File: src/rtl/histeq_pkg.sv
// Shared sizes, encodings and scratchpad constants for the histogram-equalizer frame sequencer.
package histeq_pkg;

    localparam int BINS    = 256;
    localparam int ADDR_W  = 16;
    localparam int DATA_W  = 36;
    localparam int TIMEOUT = 2**20 - 1;
    localparam int WD_W    = 20;

    // A cleared bin carries no valid tag, so the histogram stage treats it as empty.
    localparam logic [35:0] CLEAR_WORD = 36'h0;
    localparam logic [15:0] VALID_TAG  = 16'hAAAA;

    typedef enum logic [2:0] {
        ST_IDLE   = 3'd0,
        ST_CLEAR  = 3'd1,
        ST_INPUT  = 3'd2,
        ST_CDF    = 3'd3,
        ST_OUTPUT = 3'd4,
        ST_DONE   = 3'd5,
        ST_ERROR  = 3'd6
    } state_t;

endpackage

File: src/rtl/histeq_m2_arbiter.sv
// State-selected mux of the three m2 scratchpad requesters; ungranted requests are simply dropped.
module histeq_m2_arbiter #(
    parameter int ADDR_W = 16,
    parameter int DATA_W = 36
) (
    input  histeq_pkg::state_t  state,
    input  logic                clr_we,
    input  logic [ADDR_W-1:0]   clr_waddr,
    input  logic [DATA_W-1:0]   clr_wbus,
    input  logic                in_we,
    input  logic [ADDR_W-1:0]   in_waddr,
    input  logic [DATA_W-1:0]   in_wbus,
    input  logic [ADDR_W-1:0]   in_raddr,
    input  logic                cdf_we,
    input  logic [ADDR_W-1:0]   cdf_waddr,
    input  logic [DATA_W-1:0]   cdf_wbus,
    input  logic [ADDR_W-1:0]   cdf_raddr,
    output logic                m2_we,
    output logic [ADDR_W-1:0]   m2_waddr,
    output logic [DATA_W-1:0]   m2_wbus,
    output logic [ADDR_W-1:0]   m2_raddr
);
    import histeq_pkg::*;

    always_comb begin
        m2_we    = 1'b0;
        m2_waddr = '0;
        m2_wbus  = '0;
        m2_raddr = '0;
        case (state)
            ST_CLEAR: begin
                m2_we    = clr_we;
                m2_waddr = clr_waddr;
                m2_wbus  = clr_wbus;
            end
            ST_INPUT: begin
                m2_we    = in_we;
                m2_waddr = in_waddr;
                m2_wbus  = in_wbus;
                m2_raddr = in_raddr;
            end
            ST_CDF: begin
                m2_we    = cdf_we;
                m2_waddr = cdf_waddr;
                m2_wbus  = cdf_wbus;
                m2_raddr = cdf_raddr;
            end
            default: ;
        endcase
    end

endmodule

File: src/rtl/histeq_sequencer.sv
// Frame sequencer for the histogram equalizer: CLEAR -> INPUT -> CDF -> OUTPUT per frame,
// ping-pong bank ownership, m2 port arbitration and a per-stage watchdog.
module histeq_sequencer #(
    parameter int BINS    = histeq_pkg::BINS,
    parameter int ADDR_W  = histeq_pkg::ADDR_W,
    parameter int DATA_W  = histeq_pkg::DATA_W,
    parameter int TIMEOUT = histeq_pkg::TIMEOUT
) (
    input  logic              clock,
    input  logic              reset,
    input  logic              go,
    input  logic              abort,
    input  logic              clear_err,
    output logic              busy,
    output logic              frame_done,
    output logic              error,
    output logic              bank,
    output logic              in_start,
    input  logic              in_done,
    output logic              cdf_start,
    input  logic              cdf_done,
    output logic              out_start,
    input  logic              out_done,
    input  logic              in_m2WE,
    input  logic [ADDR_W-1:0] in_m2WriteAddr,
    input  logic [DATA_W-1:0] in_m2WriteBus,
    input  logic [ADDR_W-1:0] in_m2ReadAddr,
    input  logic              cdf_m2WE,
    input  logic [ADDR_W-1:0] cdf_m2WriteAddr,
    input  logic [DATA_W-1:0] cdf_m2WriteBus,
    input  logic [ADDR_W-1:0] cdf_m2ReadAddr,
    output logic              m2WE,
    output logic [ADDR_W-1:0] m2WriteAddr,
    output logic [DATA_W-1:0] m2WriteBus,
    output logic [ADDR_W-1:0] m2ReadAddr,
    output logic [2:0]        dbg_state
);
    import histeq_pkg::*;

    localparam int CNT_W = $clog2(BINS) + 1;

    state_t            state_q;
    state_t            state_n;
    logic [CNT_W-1:0]  clr_cnt;
    logic [WD_W-1:0]   wd_cnt;
    logic              wd_expired;
    logic              last_bin;
    logic [ADDR_W-1:0] clr_waddr;
    logic [DATA_W-1:0] clr_wbus;

    assign wd_expired = (wd_cnt == WD_W'(TIMEOUT - 1));
    assign last_bin   = (clr_cnt == CNT_W'(BINS - 1));
    assign clr_waddr  = {bank, (ADDR_W-1)'(clr_cnt)};
    assign clr_wbus   = DATA_W'(CLEAR_WORD);
    assign dbg_state  = state_q;

    // A stage's own done beats its watchdog; abort beats everything but reset.
    always_comb begin
        state_n = state_q;
        case (state_q)
            ST_IDLE:   if (go) state_n = ST_CLEAR;
            ST_CLEAR:  if (last_bin) state_n = ST_INPUT;
            ST_INPUT:  if (in_done) state_n = ST_CDF;
                       else if (wd_expired) state_n = ST_ERROR;
            ST_CDF:    if (cdf_done) state_n = ST_OUTPUT;
                       else if (wd_expired) state_n = ST_ERROR;
            ST_OUTPUT: if (out_done) state_n = ST_DONE;
                       else if (wd_expired) state_n = ST_ERROR;
            ST_DONE:   state_n = ST_IDLE;
            ST_ERROR:  if (clear_err) state_n = ST_IDLE;
            default:   state_n = ST_IDLE;
        endcase
        if (abort) state_n = ST_IDLE;
    end

    // Control outputs are registered from the next state so they line up with state_q.
    always_ff @(posedge clock) begin
        if (reset) begin
            state_q    <= ST_IDLE;
            clr_cnt    <= '0;
            wd_cnt     <= '0;
            busy       <= 1'b0;
            frame_done <= 1'b0;
            error      <= 1'b0;
            bank       <= 1'b0;
            in_start   <= 1'b0;
            cdf_start  <= 1'b0;
            out_start  <= 1'b0;
        end else begin
            state_q    <= state_n;
            busy       <= (state_n != ST_IDLE);
            frame_done <= (state_n == ST_DONE);
            in_start   <= (state_n == ST_INPUT);
            cdf_start  <= (state_n == ST_CDF) && (state_q != ST_CDF);
            out_start  <= (state_n == ST_OUTPUT) && (state_q != ST_OUTPUT);
            clr_cnt    <= (state_q == ST_CLEAR && state_n == ST_CLEAR) ? clr_cnt + 1'b1 : '0;

            if (state_n != state_q)
                wd_cnt <= '0;
            else if (wd_cnt != '1)
                wd_cnt <= wd_cnt + 1'b1;

            if (state_q == ST_DONE && !abort)
                bank <= ~bank;

            if (state_n == ST_ERROR)
                error <= 1'b1;
            else if (state_q == ST_ERROR && clear_err && !abort)
                error <= 1'b0;
        end
    end

    histeq_m2_arbiter #(
        .ADDR_W (ADDR_W),
        .DATA_W (DATA_W)
    ) u_arb (
        .state     (state_q),
        .clr_we    (1'b1),
        .clr_waddr (clr_waddr),
        .clr_wbus  (clr_wbus),
        .in_we     (in_m2WE),
        .in_waddr  (in_m2WriteAddr),
        .in_wbus   (in_m2WriteBus),
        .in_raddr  (in_m2ReadAddr),
        .cdf_we    (cdf_m2WE),
        .cdf_waddr (cdf_m2WriteAddr),
        .cdf_wbus  (cdf_m2WriteBus),
        .cdf_raddr (cdf_m2ReadAddr),
        .m2_we     (m2WE),
        .m2_waddr  (m2WriteAddr),
        .m2_wbus   (m2WriteBus),
        .m2_raddr  (m2ReadAddr)
    );

    a_clear_untagged: assert property (@(posedge clock) disable iff (reset)
        (m2WE && state_q == ST_CLEAR) |-> (m2WriteBus[DATA_W-1 -: 16] != VALID_TAG));

endmodule

File: config.mk
export PLATFORM = sky130hd
export DESIGN_NAME = histeq_sequencer
export DESIGN_NICKNAME = d
export VERILOG_FILES = /design/src/rtl/histeq_pkg.sv /design/src/rtl/histeq_m2_arbiter.sv /design/src/rtl/histeq_sequencer.sv
export SDC_FILE = /design/constraint.sdc
export NUM_CORES = 1
export LEC_CHECK = 0
export ABC_AREA = 1
export CAP_MARGIN = 0
export CORE_AREA = 3 3 86 88
export CTS_BUF_LIST = sky130_fd_sc_hd__clkbuf_8 sky130_fd_sc_hd__clkbuf_16
export CTS_CLUSTER_SIZE = 12
export DETAILED_ROUTE_END_ITERATION = 10
export DIE_AREA = 0 0 89 91
export DONT_BUFFER_PORTS = 1
export PLACE_DENSITY = 0.54
export SLEW_MARGIN = 20
export SYNTH_ARGS = -nofsm -noshare
export SYNTH_HDL_FRONTEND = slang
export SYNTH_SLANG_ARGS = --single-unit
File: constraint.sdc
create_clock -name clock -period 1.98 [get_ports clock]
set_input_delay 0.297 -clock clock [delete_from_list [all_inputs] [get_ports clock]]
set_output_delay 0.297 -clock clock [all_outputs]
set_load 0.05 [all_outputs]
**Run 1: placement view**

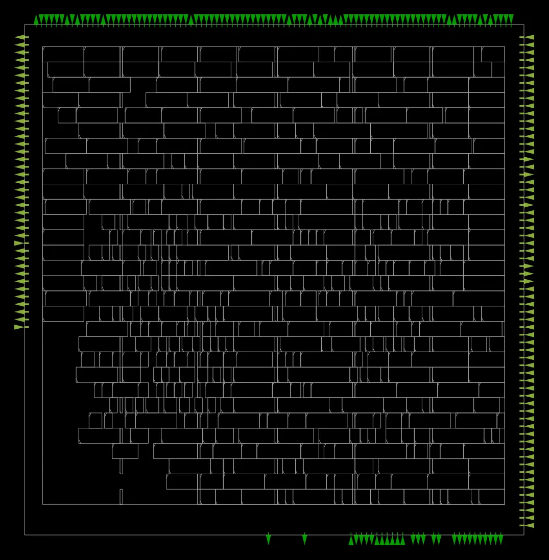
fillers: 249
sequential cell area share: 13.6%
seq_cells: 39
row count: 30
Core Util, Final: 87.1%

**Run 1: nets reached from selected ports**

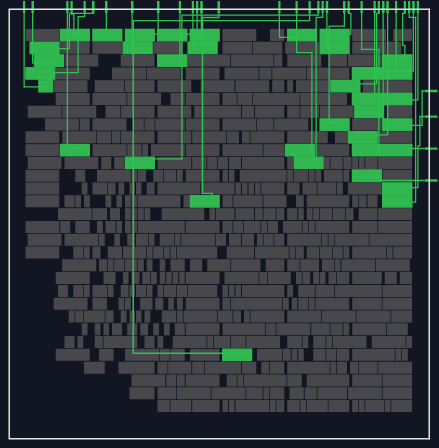
Green stands for `in_m2WriteBus`, bits 36, direction input, end cells 36, buffers 0, wire 833 µm.

==> results.sh, run 1 <==
# yosys + openroad results
export IMPL_fin_worst_skew_ns=0.0166
export IMPL_fmaxAchievable_ghz=0.372
export IMPL_ctsHoldBuffers=0
export IMPL_worstPathRequired_ns=2.21
export IMPL_setup_slack_ns=-0.708
export IMPL_simple_gate_area_share_pct=29.3
export IMPL_cts_tree="built"
export IMPL_violations="negative setup slack"
export IMPL_r2r_cells=13
export IMPL_wl_per_cell_um=32.8
export IMPL_comb_area_um2=2440
export IMPL_wirelength_met1_mm=6.24
export IMPL_slew_viol_final=0
export IMPL_cp_startpoint="dbg_state[1]"
export IMPL_yosys_area_um2=2710
export IMPL_diodes=0
export IMPL_peakVddDrop_mv=0.277
export IMPL_wl_met3_mm=3.05
export IMPL_most_common_cell="nand2_1"
export IMPL_area_growth_synth_to_final_pct=116
export IMPL_drive_above_1_share_pct=54.4
export IMPL_wl_mm=19.0
export IMPL_initCoreUtil_pct=40.4
export IMPL_hold_path_class="input port to register"
export IMPL_finalCriticalPeriod_ns=2.69
export IMPL_setup_viol=107
export IMPL_top_area_share_pct=28.8
export IMPL_dp_cells=533
export IMPL_crit_slowest_cell="dfxtp_4"
export IMPL_topCellsByArea="dfxtp_1, a22o_1, nand2_1"
export IMPL_grt_ovfl_total=0
export IMPL_status="finished, violations left"
export IMPL_warnings=30
export IMPL_cp_slowest_stage_delay_ns=0.38
export IMPL_yosys_top_cells_count="nand2_1, a22o_1, nor2_1"
export IMPL_via_per_inst=6.78
export IMPL_synthArstFlopShare_pct=0
export IMPL_reg2reg_slack_ns=-0.71
export IMPL_port_buffers=0
export IMPL_gp_congestion=0.956
export IMPL_place_hpwl_mm=9.16
export IMPL_finalCritPeriodShare_pct=136
export IMPL_worstPathCellList="inv_6 > buf_4 > nand2_1 > nor2_1 > nand2_1 > nand3_1 > nand2_1 > nand2_2 > a21oi_1 > nor2_2 > nand3_4 > buf_16 > nor2_2"
export IMPL_drt_iter0_drc=437
export IMPL_tritoncts_num_buffers=5
export IMPL_chipArea_um2=8100
export IMPL_endpoint="wd_cnt[8]"
export IMPL_r2r_end="wd_cnt[8]"
export IMPL_finalNetCount=649
export IMPL_power_leakage_nw=2.43
export IMPL_clk_pin_slew_ns=0.10
export IMPL_crit_fanout=10
export IMPL_slew_headroom_pct=60.8
export IMPL_crit_top_cell="nand2_1"
export IMPL_grt_pass1_wl_mm=17.5
export IMPL_highest_layer="met5"
export IMPL_path_class="register to register"
export IMPL_synthDistinctLibCells=29
export IMPL_netlist_instances=379
export IMPL_drv_cap=0
export IMPL_synthMuxAreaShare_pct=0
export IMPL_firstDrtPassIters=5
**Run 1: the metal 3 layer**

Bar = 20 µm.
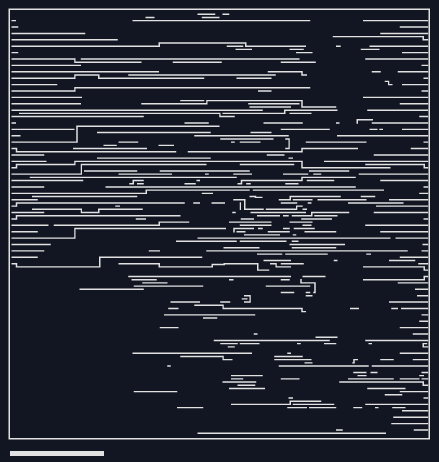
214 nets have wire on it. The wires run mostly horizontal. The layer carries 3050 µm of wire. The layer holds 16% of the routed length. The longest straight run is 53.1 µm.

[run 1: state kept, by name, summed over array words and instances, names as in the netlist]
signal / cells
bank: 1
busy: 1
cdf_start: 1
clr_cnt: 9
dbg_state: 3
error: 1
frame_done: 1
in_start: 1
out_start: 1
wd_cnt: 20
[run 1: metrics by stage]
| stage | util (%) | total power, mW | instance area, µm² |
|---|---|---|---|
| 4_1_cts | 74.5 | 1.61 | 5000 |
| 3_3_place_gp | 64.8 | 0.912 | 4350 |
| 2_1_floorplan | - | 0.892 | 2760 |
| 5_1_grt | 87.1 | 1.74 | 5850 |
| 6_report | 87.1 | 1.71 | 5850 |
| 3_5_place_dp | 64.8 | 0.914 | 4350 |
[run 1: how the worst min path moves through the flow]
stage                           from  cells after the start  slack (ns)           end
final                          reset                      1        0.04         error
after detailed placement       reset                      1        0.37  dbg_state[0]
after global routing           reset                      1        0.04         error
after CTS                      reset                      1        0.05  dbg_state[0]
after global placement         reset                      1        0.37  dbg_state[0]
after floorplan           clr_cnt[0]                      1        0.42    clr_cnt[0]
[run 1: cells in the final DEF, fill, tap and decap left out, types with 2 or more instances in the layout]
cell	Yosys	layout
inv_6	0	2
nand3_4	0	5
buf_16	0	6
o21ai_0	9	4
nor2_4	0	5
nand2_4	0	4
nor3_1	7	6
buf_12	0	68
inv_2	5	4
o21ai_2	0	3
nor2_2	21	28
dfxtp_2	0	2
ha_1	4	2
clkbuf_8	0	6
inv_1	31	29
a22o_1	58	4
dfxtp_4	0	3
a21oi_1	8	7
a22oi_2	0	6
nand3_2	2	4
o21ai_1	1	2
nor4_1	5	4
xnor2_1	7	7
nand4_1	4	4
o211ai_1	4	4
dfxtp_1	39	34
a22o_4	0	54
buf_4	0	31
nand3_1	20	14
nand2_1	63	55
nand2_2	2	6
buf_8	0	3
nor2_1	46	34
clkbuf_16	0	14
buf_6	2	8
xor2_1	14	14
[run 1: metal layers]
metal | up-vias | GRT usage (%)
met5 | - | 0
met4 | 2 | 5.09
met2 | 392 | 45.2
met3 | 126 | 17.7
li1 | 1551 | -
met1 | 1861 | 34.7
[run 1: area by class of cell]
cell class              instances  share of cell area, %
multi-input cells             286                   41.7
repair buffers                130                   38.4
flip-flops and latches         39                   13.6
inverters                      37                   2.67
well taps                      80                   1.71
clock buffers                   6                   1.41
clock inverters                 2                  0.599
[run 1: critical path, delay by kind of cell, from the launching register on]
kind                   cells  cell delay, ns
AOI/OAI and AO/OA          1            0.12
DFF                        1            0.38
and+or+nand+nor            9            1.67
buffers and inverters      3            0.43
[run 1: where the power goes]
group | internal, mW | switching, mW
Sequential | 0.787 | 0.0125
Combinational | 0.0745 | 0.102
Clock | 0.409 | 0.328
[run 1: cell families (layout without fill, tap and decap cells)]
| kind of cell | Yosys count | after routing |
|---|---|---|
| compound gates | 87 | 87 |
| xor+xnor | 21 | 21 |
| fa+ha+maj | 4 | 4 |
| buf+inv | 55 | 175 |
| flops | 39 | 39 |
| simple gates | 173 | 174 |
[run 1: repair_timing]
action | 4_1_cts | 5_1_grt
setup buffers | 8 | 15
setup endpoints to repair | 92 | 98
pin swaps | 2 | 33
endpoints found under the hold margin | 0 | 0
gates cloned | 5 | 11
gates resized | 56 | 101
**Run 1: the metal 2 layer**

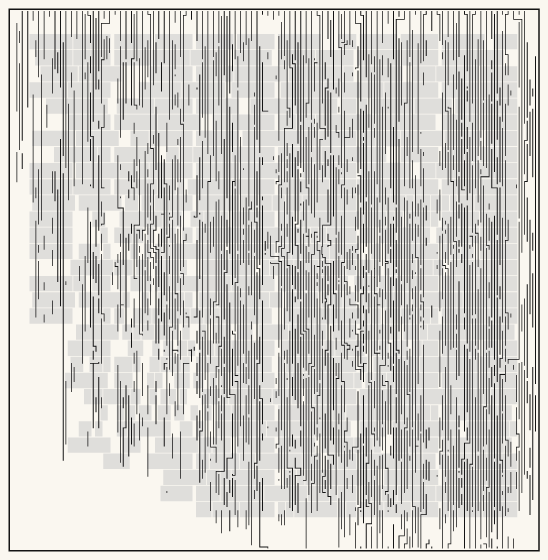

==> run 1 -> run 2 <==
CORE_AREA = 2 2 88 90   (was 3 3 86 88)
DIE_AREA = 0 0 90 92   (was 0 0 89 91)
PLACE_DENSITY = 0.51   (was 0.54)
SLEW_MARGIN = default   (was 20)
**Run 2: the metal 2 layer**

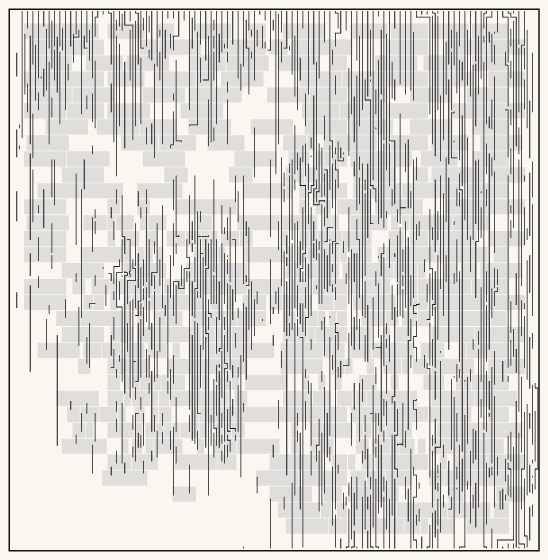
The wires run mostly vertical. The layer carries 6260 µm of wire. 574 nets have wire on it. The layer holds 48% of the routed length. The longest straight run is 62.6 µm.

**Run 2: placement view**

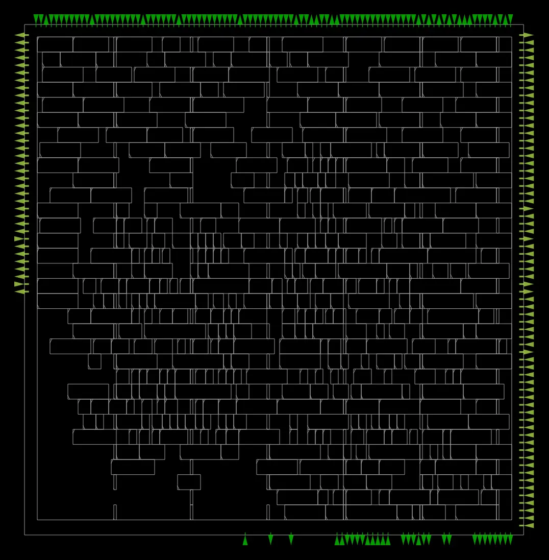
core outline area: 7450 µm²
sequential cell area share: 14.8%
fillers: 511

**Run 2: the metal 3 layer**

Bar = 20 µm.
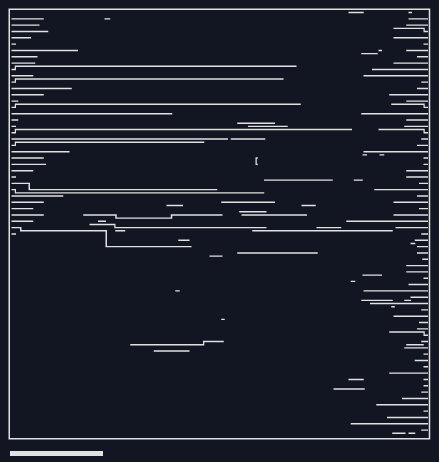
The layer carries 1270 µm of wire. The longest straight run is 72.2 µm. 127 nets have wire on it.

==> results.sh, run 2 <==
# yosys + openroad results
export IMPL_status="finished, violations left"
export IMPL_violations="negative setup slack"
export IMPL_regMostFlops="wd_cnt"
export IMPL_drive_above_1_share_pct=49.6
export IMPL_r2r_cells=16
export IMPL_area_growth_synth_to_final_pct=99.1
export IMPL_setup_slack_ns=-0.0972
export IMPL_p_total_mw=1.63
export IMPL_setup_viol=48
export IMPL_final_common_cell="buf_12"
export IMPL_synthDistinctLibCells=29
export IMPL_fin_worst_skew_ns=0.0105
export IMPL_simple_gate_area_share_pct=29.3
export IMPL_fmaxAchievable_ghz=0.481
export IMPL_finalNetCount=625
export IMPL_crit_top_cell="nor2_2"
export IMPL_grt_pass1_wl_mm=16.7
export IMPL_worstPathCellList="ha_4 > nand2_4 > nor3_4 > nand2_1 > nor2_2 > ha_2 > nor2_2 > nor2_2 > nand3_2 > nand2_4 > nand2_2 > nand2_2 > inv_2 > nand3_4 > clkbuf_16 > nor2_2"
export IMPL_ctsHoldBuffers=0
export IMPL_via_per_inst=5.63
export IMPL_slew_headroom_pct=61.9
export IMPL_diodes=0
export IMPL_port_buffers=0
export IMPL_slew_viol_final=0
export IMPL_yosys_area_um2=2710
export IMPL_synthMuxAreaShare_pct=0
export IMPL_cp_slowest_stage_delay_ns=0.36
export IMPL_wl_mm=13.0
export IMPL_power_leakage_nw=2.21
export IMPL_finalCriticalPeriod_ns=2.08
export IMPL_warnings=30
export IMPL_drt_iter0_drc=155
export IMPL_clk_pin_slew_ns=0.08
export IMPL_drv_cap=0
export IMPL_cts_tree="built"
export IMPL_min_path_cells=1
export IMPL_r2r_end="wd_cnt[3]"
export IMPL_cp_top_family="simple AND/OR/NAND/NOR gates"
export IMPL_hold_path_class="input port to register"
export IMPL_finalCritPeriodShare_pct=105
export IMPL_crit_slowest_cell="dfxtp_2"
export IMPL_largest_reg_flops=20
export IMPL_peakVddDrop_mv=0.367
export IMPL_path_class="register to register"
export IMPL_crit_buf_inv=2
export IMPL_hp_start="reset"
export IMPL_netlist_instances=379
export IMPL_firstDrtPassIters=5
export IMPL_reg2reg_slack_ns=-0.1
export IMPL_worstPathRequired_ns=2.18
export IMPL_grt_ovfl_total=0
export IMPL_gp_congestion=0.936
export IMPL_chipArea_um2=8280
export IMPL_crit_fanout=5
-- run 2: netlist changes by cell type in the layout (fill, tap and decap cells not counted), moves of 4 or more --
cell       delta
nor2_4        +7
buf_4        -11
a22o_4        -9
nand3_4       -4
clkbuf_16     -6
nor2_2        -7
a22o_2        +4
a22o_1        +5
-- run 2: worst max-delay path by stage --
stage,startpoint,end,slack [ns],cells past startpoint
finish,clr_cnt[1],wd_cnt[3],-0.1,16
global route,clr_cnt[0],wd_cnt[3],-0.25,13
CTS,dbg_state[0],m2WriteAddr[7],-0.03,8
detailed placement,clr_cnt[0],wd_cnt[19],-0.02,16
global placement,clr_cnt[0],wd_cnt[2],0.02,16
floorplan,dbg_state[0],m2WriteAddr[15],-0.16,7
-- run 2: power by group --
part	switching, mW	internal, mW	leakage [nW]
Sequential	0.0117	0.788	0.319
Clock	0.299	0.375	0.0581
Combinational	0.0893	0.0679	1.83
-- run 2: what timing repair did --
item,in CTS,in global routing
pin swaps,5,15
buffers inserted,2,3
cloned,3,8
endpoints found under the setup margin,89,92
gates resized,36,88
-- run 2: per-layer routing --
metal | routed length (µm) | vias up | global-route usage (%) | part of all wire [%]
met5 | 0 | - | 0 | 0
met4 | 313 | 0 | 5.26 | 2.4
met3 | 1270 | 25 | 12.4 | 9.8
met2 | 6260 | 167 | 39.1 | 48
met1 | 5130 | 1559 | 33.9 | 40
li1 | - | 1506 | - | -
-- run 2: area by class of cell --
cell class                 count  area (µm²)  share of cell area (%)
clock buffer                   5        68.8                    1.27
timing repair buffer         106        1880                    34.9
multi-input combinational    286        2320                    43.1
clock inverter                 3        43.8                   0.811
sequential                    39         798                    14.8
tap                          102         128                    2.36
inverter                      37         154                    2.85
-- run 2: logic make-up (layout without fill, tap and decap cells) --
logic type | count (synthesis) | count (layout)
fa+ha+maj | 4 | 4
compound gates | 87 | 87
flops | 39 | 39
simple gates | 173 | 174
buf+inv | 55 | 151
xor+xnor | 21 | 21
-- run 2: per-stage QoR --
stage / util [%] / instances / instance area (µm²) / setup slack (ns)
6_report: 72.5 / 578 / 5400 / -0.0972
5_1_grt: 72.5 / 578 / 5400 / -0.254
4_1_cts: 63.2 / 567 / 4700 / -0.0296
3_5_place_dp: 58.4 / 554 / 4350 / -0.0235
3_3_place_gp: 58.4 / 554 / 4350 / 0.0198
2_1_floorplan: - / 379 / 2760 / -0.163
-- run 2: worst register-to-register path: cells and delay by family (launching register included) --
family,cells,cell delay [ns]
flip-flops,1,0.36
adder cells (fa/ha/maj),2,0.35
buffers and inverters,2,0.23
AND/OR/NAND/NOR,12,1.04
Power and IR drop assume default switching activity.
